==> src/rtl/alu_sys_pkg.sv <==
// Shared definitions for the ALU subsystem: default widths, the command
// header byte, the command-controller FSM state encoding and the ALU
// function codes understood by the system ALU.
`timescale 1ns/1ps
package alu_sys_pkg;

    // Default datapath widths and frame header.
    localparam int          DEF_DATA_WIDTH  = 8;
    localparam int          DEF_FUN_WIDTH   = 4;
    localparam logic [7:0]  DEF_CMD_HDR     = 8'hCC;
    localparam int          DEF_TIMEOUT_CYC = 255;

    // Command controller FSM states.
    typedef enum logic [2:0] {
        IDLE     = 3'd0,
        GET_A    = 3'd1,
        GET_B    = 3'd2,
        GET_FUN  = 3'd3,
        ALU_RUN  = 3'd4,
        WAIT_RES = 3'd5,
        SEND     = 3'd6
    } alu_ctrl_state_e;

    // ALU function codes.
    localparam logic [3:0] ALU_FUN_ADD   = 4'h0;
    localparam logic [3:0] ALU_FUN_SUB   = 4'h1;
    localparam logic [3:0] ALU_FUN_MUL   = 4'h2;
    localparam logic [3:0] ALU_FUN_DIV   = 4'h3;
    localparam logic [3:0] ALU_FUN_AND   = 4'h4;
    localparam logic [3:0] ALU_FUN_OR    = 4'h5;
    localparam logic [3:0] ALU_FUN_NAND  = 4'h6;
    localparam logic [3:0] ALU_FUN_NOR   = 4'h7;
    localparam logic [3:0] ALU_FUN_XOR   = 4'h8;
    localparam logic [3:0] ALU_FUN_XNOR  = 4'h9;
    localparam logic [3:0] ALU_FUN_CMPEQ = 4'hA;
    localparam logic [3:0] ALU_FUN_CMPGT = 4'hB;
    localparam logic [3:0] ALU_FUN_CMPLT = 4'hC;
    localparam logic [3:0] ALU_FUN_SHR   = 4'hD;
    localparam logic [3:0] ALU_FUN_SHL   = 4'hE;

endpackage

==> src/rtl/alu_cmd_timeout.sv <==
// Inter-byte idle counter for the command controller. Counts cycles while
// the controller waits for the next frame byte; any received byte restarts
// the count. expired_o is high for the one cycle in which the count would
// reach TIMEOUT_CYC idle cycles. Only instantiated when ALU_CTRL_TIMEOUT_EN
// is defined.
`timescale 1ns/1ps
module alu_cmd_timeout #(
    parameter int TIMEOUT_CYC = 255
) (
    input  logic CLK,
    input  logic RST,
    input  logic run_i,      // controller is waiting for a frame byte
    input  logic clr_i,      // a byte arrived this cycle
    output logic expired_o
);

    localparam int CNT_W = (TIMEOUT_CYC > 1) ? $clog2(TIMEOUT_CYC) : 1;
    localparam logic [CNT_W-1:0] CNT_LAST = CNT_W'(TIMEOUT_CYC - 1);

    logic [CNT_W-1:0] cnt_q;
    logic [CNT_W-1:0] cnt_d;
    logic             hit;

    // Expiry: this is the TIMEOUT_CYC-th consecutive idle cycle.
    assign hit       = run_i && !clr_i && (cnt_q == CNT_LAST);
    assign expired_o = hit;

    // Next count: restart on a byte, when not waiting, or after expiry.
    always_comb begin
        cnt_d = cnt_q;
        if (!run_i || clr_i || hit) begin
            cnt_d = '0;
        end else begin
            cnt_d = cnt_q + 1'b1;
        end
    end

    // Idle counter register.
    always_ff @(posedge CLK or negedge RST) begin
        if (!RST) begin
            cnt_q <= '0;
        end else begin
            cnt_q <= cnt_d;
        end
    end

endmodule

==> src/rtl/alu_cmd_ctrl.sv <==
// Upstream command controller for the system ALU.
// Parses 4-byte frames (header, A, B, function) from the UART RX parallel
// interface, commits operands and function to the ALU with a one-cycle
// ALU_EN pulse, captures the ALU result and hands it to UART TX.
// Optional build macro: ALU_CTRL_TIMEOUT_EN adds an inter-byte timeout that
// abandons a partially received frame.
//
// TX handshake: TX_D_VLD is high in SEND whenever TX_BUSY is low; the byte
// is considered taken in that same cycle. While TX_BUSY is high the FSM
// stays in SEND and TX_P_DATA holds its value.
`timescale 1ns/1ps
module alu_cmd_ctrl
    import alu_sys_pkg::*;
#(
    parameter int                    DATA_WIDTH  = DEF_DATA_WIDTH,
    parameter int                    FUN_WIDTH   = DEF_FUN_WIDTH,
    parameter logic [DATA_WIDTH-1:0] CMD_HDR     = DEF_CMD_HDR,
    parameter int                    TIMEOUT_CYC = DEF_TIMEOUT_CYC
) (
    input  logic                  CLK,
    input  logic                  RST,
    input  logic [DATA_WIDTH-1:0] RX_P_DATA,
    input  logic                  RX_D_VLD,
    input  logic [DATA_WIDTH-1:0] ALU_OUT,
    input  logic                  ALU_OUT_VLD,
    input  logic                  TX_BUSY,
    output logic [DATA_WIDTH-1:0] ALU_A,
    output logic [DATA_WIDTH-1:0] ALU_B,
    output logic [FUN_WIDTH-1:0]  ALU_FUN,
    output logic                  ALU_EN,
    output logic [DATA_WIDTH-1:0] TX_P_DATA,
    output logic                  TX_D_VLD,
    output logic                  FRAME_ERR
);

    // FSM state; readable hierarchically for checkers.
    alu_ctrl_state_e state_q;

    // Operands are staged here while a frame arrives and only reach the
    // ALU outputs once a valid function byte completes the frame, so an
    // aborted frame never disturbs the last committed operands.
    logic [DATA_WIDTH-1:0] a_stage_q;
    logic [DATA_WIDTH-1:0] b_stage_q;

    logic [DATA_WIDTH-1:0] alu_a_q;
    logic [DATA_WIDTH-1:0] alu_b_q;
    logic [FUN_WIDTH-1:0]  alu_fun_q;
    logic                  alu_en_q;
    logic [DATA_WIDTH-1:0] tx_data_q;
    logic                  frame_err_q;

    logic fun_ok;
    logic is_hdr;
    logic wait_byte;
    logic tmo_expired;

    // Function byte is legal only when the bits above the function field are clear.
    assign fun_ok    = (RX_P_DATA[DATA_WIDTH-1:FUN_WIDTH] == '0);
    assign is_hdr    = (RX_P_DATA == CMD_HDR);
    assign wait_byte = (state_q == GET_A) || (state_q == GET_B) || (state_q == GET_FUN);

`ifdef ALU_CTRL_TIMEOUT_EN
    alu_cmd_timeout #(
        .TIMEOUT_CYC (TIMEOUT_CYC)
    ) u_timeout (
        .CLK       (CLK),
        .RST       (RST),
        .run_i     (wait_byte),
        .clr_i     (RX_D_VLD),
        .expired_o (tmo_expired)
    );
`else
    // Without the timeout the mid-frame states wait indefinitely.
    logic unused_timeout_cfg;
    assign unused_timeout_cfg = ^TIMEOUT_CYC ^ wait_byte;
    assign tmo_expired        = 1'b0;
`endif

    // Frame FSM with registered operand, enable, result and error outputs.
    always_ff @(posedge CLK or negedge RST) begin
        if (!RST) begin
            state_q     <= IDLE;
            a_stage_q   <= '0;
            b_stage_q   <= '0;
            alu_a_q     <= '0;
            alu_b_q     <= '0;
            alu_fun_q   <= '0;
            alu_en_q    <= 1'b0;
            tx_data_q   <= '0;
            frame_err_q <= 1'b0;
        end else begin
            alu_en_q    <= 1'b0;
            frame_err_q <= 1'b0;
            case (state_q)
                IDLE: begin
                    if (RX_D_VLD) begin
                        if (is_hdr) begin
                            state_q <= GET_A;
                        end else begin
                            frame_err_q <= 1'b1;
                        end
                    end
                end
                GET_A: begin
                    // A header value here is ordinary operand data.
                    if (RX_D_VLD) begin
                        a_stage_q <= RX_P_DATA;
                        state_q   <= GET_B;
                    end else if (tmo_expired) begin
                        frame_err_q <= 1'b1;
                        state_q     <= IDLE;
                    end
                end
                GET_B: begin
                    if (RX_D_VLD) begin
                        b_stage_q <= RX_P_DATA;
                        state_q   <= GET_FUN;
                    end else if (tmo_expired) begin
                        frame_err_q <= 1'b1;
                        state_q     <= IDLE;
                    end
                end
                GET_FUN: begin
                    if (RX_D_VLD) begin
                        if (fun_ok) begin
                            alu_a_q   <= a_stage_q;
                            alu_b_q   <= b_stage_q;
                            alu_fun_q <= RX_P_DATA[FUN_WIDTH-1:0];
                            alu_en_q  <= 1'b1;
                            state_q   <= ALU_RUN;
                        end else begin
                            frame_err_q <= 1'b1;
                            state_q     <= IDLE;
                        end
                    end else if (tmo_expired) begin
                        frame_err_q <= 1'b1;
                        state_q     <= IDLE;
                    end
                end
                ALU_RUN: begin
                    // ALU_EN is high for exactly this one cycle.
                    if (RX_D_VLD) begin
                        frame_err_q <= 1'b1;
                    end
                    state_q <= WAIT_RES;
                end
                WAIT_RES: begin
                    if (RX_D_VLD) begin
                        frame_err_q <= 1'b1;
                    end
                    if (ALU_OUT_VLD) begin
                        tx_data_q <= ALU_OUT;
                        state_q   <= SEND;
                    end
                end
                SEND: begin
                    if (RX_D_VLD) begin
                        frame_err_q <= 1'b1;
                    end
                    if (!TX_BUSY) begin
                        state_q <= IDLE;
                    end
                end
                default: begin
                    state_q <= IDLE;
                end
            endcase
        end
    end

    assign ALU_A     = alu_a_q;
    assign ALU_B     = alu_b_q;
    assign ALU_FUN   = alu_fun_q;
    assign ALU_EN    = alu_en_q;
    assign TX_P_DATA = tx_data_q;
    assign FRAME_ERR = frame_err_q;
    // Strobe in the cycle TX can accept, so the result leaves three cycles
    // after the function byte when TX is idle.
    assign TX_D_VLD  = (state_q == SEND) && !TX_BUSY;

endmodule

==> config.mk <==
export PLATFORM = sky130hd
export DESIGN_NAME = alu_cmd_ctrl
export DESIGN_NICKNAME = d
export VERILOG_FILES = /design/src/rtl/alu_sys_pkg.sv /design/src/rtl/alu_cmd_timeout.sv /design/src/rtl/alu_cmd_ctrl.sv
export SDC_FILE = /design/constraint.sdc
export NUM_CORES = 1
export LEC_CHECK = 0
export ABC_AREA = 1
export CAP_MARGIN = 20
export CORE_MARGIN = 5
export CORE_UTILIZATION = 32
export DETAILED_ROUTE_END_ITERATION = 10
export GPL_TIMING_DRIVEN = 0
export PLACE_DENSITY = 0.69
export REMOVE_ABC_BUFFERS = 1
export SYNTH_ARGS = -nofsm -noshare
export SYNTH_HDL_FRONTEND = slang
export SYNTH_SLANG_ARGS = --single-unit
export TNS_END_PERCENT = 20
==> constraint.sdc <==
create_clock -name CLK -period 1.3 [get_ports CLK]
set_input_delay 0.195 -clock CLK [delete_from_list [all_inputs] [get_ports CLK]]
set_output_delay 0.195 -clock CLK [all_outputs]
set_load 0.03 [all_outputs]
==> run notes <==
The implementation run finished. met3 track demand over resource after global routing is 0.0425. Power density over cell area landed at 1650 mW/mm². Mean post-synth cell area landed at 9.09 µm². Of the total power, combinational logic draws 0.326. Post-synthesis share of cell area spent on full adders, half adders and majority gates landed at 0. Looking at the reg2reg group, the worst path starts from state_q[0]. Looking at the global route congestion table, the highest-usage layer is met2. The layout report lists the multi-input gate area as 731 µm².

Post-CTS repair ended up resizing 42 cells. According to the Yosys statistics, the synthesized design has a chip area of 0.00207 mm². For this run, the register share of the synthesized area comes to 0.591. Detailed-route wire length landed at 4.40 mm. Total setup violations reported at the end of the flow landed at 21. Final worst setup slack landed at -157 ps. The final reports fail on setup timing.

The most used flip-flop cell after synthesis is sky130_fd_sc_hd__dfrtp_1. Detailed placement finished with a half-perimeter wire length of 3.06 mm. For met1 alone, demand over resource in global routing was 0.138. Sequential cells consume a total of 2200 µW.

The power report attributes to the sequential group a share of 0.474. The routed layout has 1609 vias. Maximum clock frequency landed at 686 MHz. Post-CTS setup buffer count landed at 0. The flow ran to the end, but the final reports show violations. Final hold slack landed at 290 ps. Total power draw landed at 4640 µW.
## sequential cells by signal, summed over array words and instances, names as in the netlist
register	flops
TX_P_DATA	8
ALU_A	8
ALU_EN	1
ALU_B	8
state_q	3
FRAME_ERR	1
b_stage_q	8
ALU_FUN	4
a_stage_q	8
## final cells by class
type	instances	share of cell area
sequential	49	0.436
clock buffer	6	0.0293
inverter	23	0.0368
tap	77	0.0341
multi-input combinational	147	0.259
timing repair buffer	59	0.200
clock inverter	2	0.00488
## stage by stage
| stage | std cells | worst slack, ps | TNS, ps |
|---|---|---|---|
| floorplan | 219 | -421 | -421 |
| global placement | 347 | -1370 | -79710 |
| detailed placement | 348 | -477 | -13330 |
| CTS | 357 | -233 | -1250 |
| global route | 363 | -210 | -4230 |
| finish | 363 | -157 | -1800 |
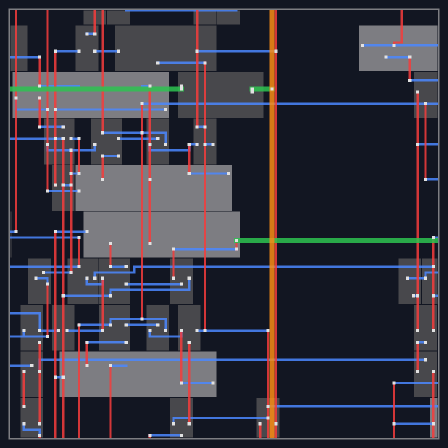
(images/closeup.png)
Window x 33 to 58, y 33 to 58 µm. Cells in grey, sequential cells in the stronger grey; small squares are vias.
legend:
  red:
    layer: M2
  green:
    layer: M3
  blue:
    layer: M1
  orange:
    layer: M4
cells with their middle in the window: 31
sequential cells in the window: 5
netlist names of flops here include: `a_stage_q` (3), `b_stage_q` (2)
most frequent: nand2_1 (12), o21ai_1 (5), dfrtp_1 (5)

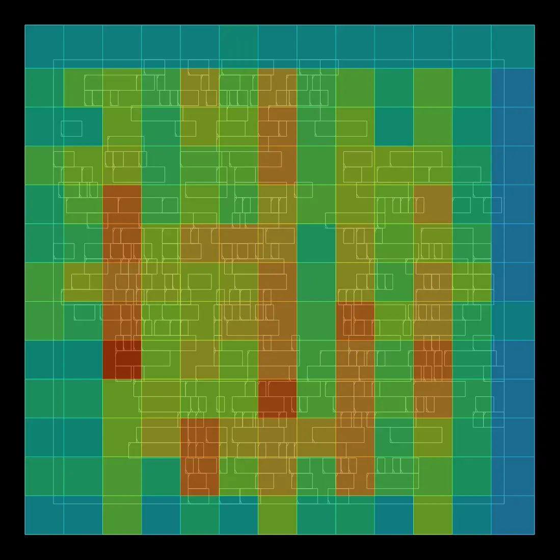
(images/congestion_map.png)
all-layer global routing usage: 0.113
Global Route met2 Usage: 0.183
Post-Route Utilization: 0.447

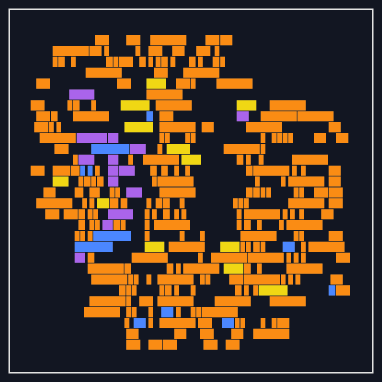
(images/sizing.png)
Drawn at 4 px/µm.
legend:
  yellow:
    size: x6 and larger
    cells: 12
  purple:
    size: x3 and x4
    cells: 14
  blue:
    size: x2
    cells: 11
  orange:
    size: x1 and smaller
    cells: 249
post-route cell area: 0.00282 mm²
Setup WS post-layout: -157 ps
Area Growth Syn to Fin: 36.1%
buffers outside the clock class: 59

Power is estimated from default activity; no workload was simulated.
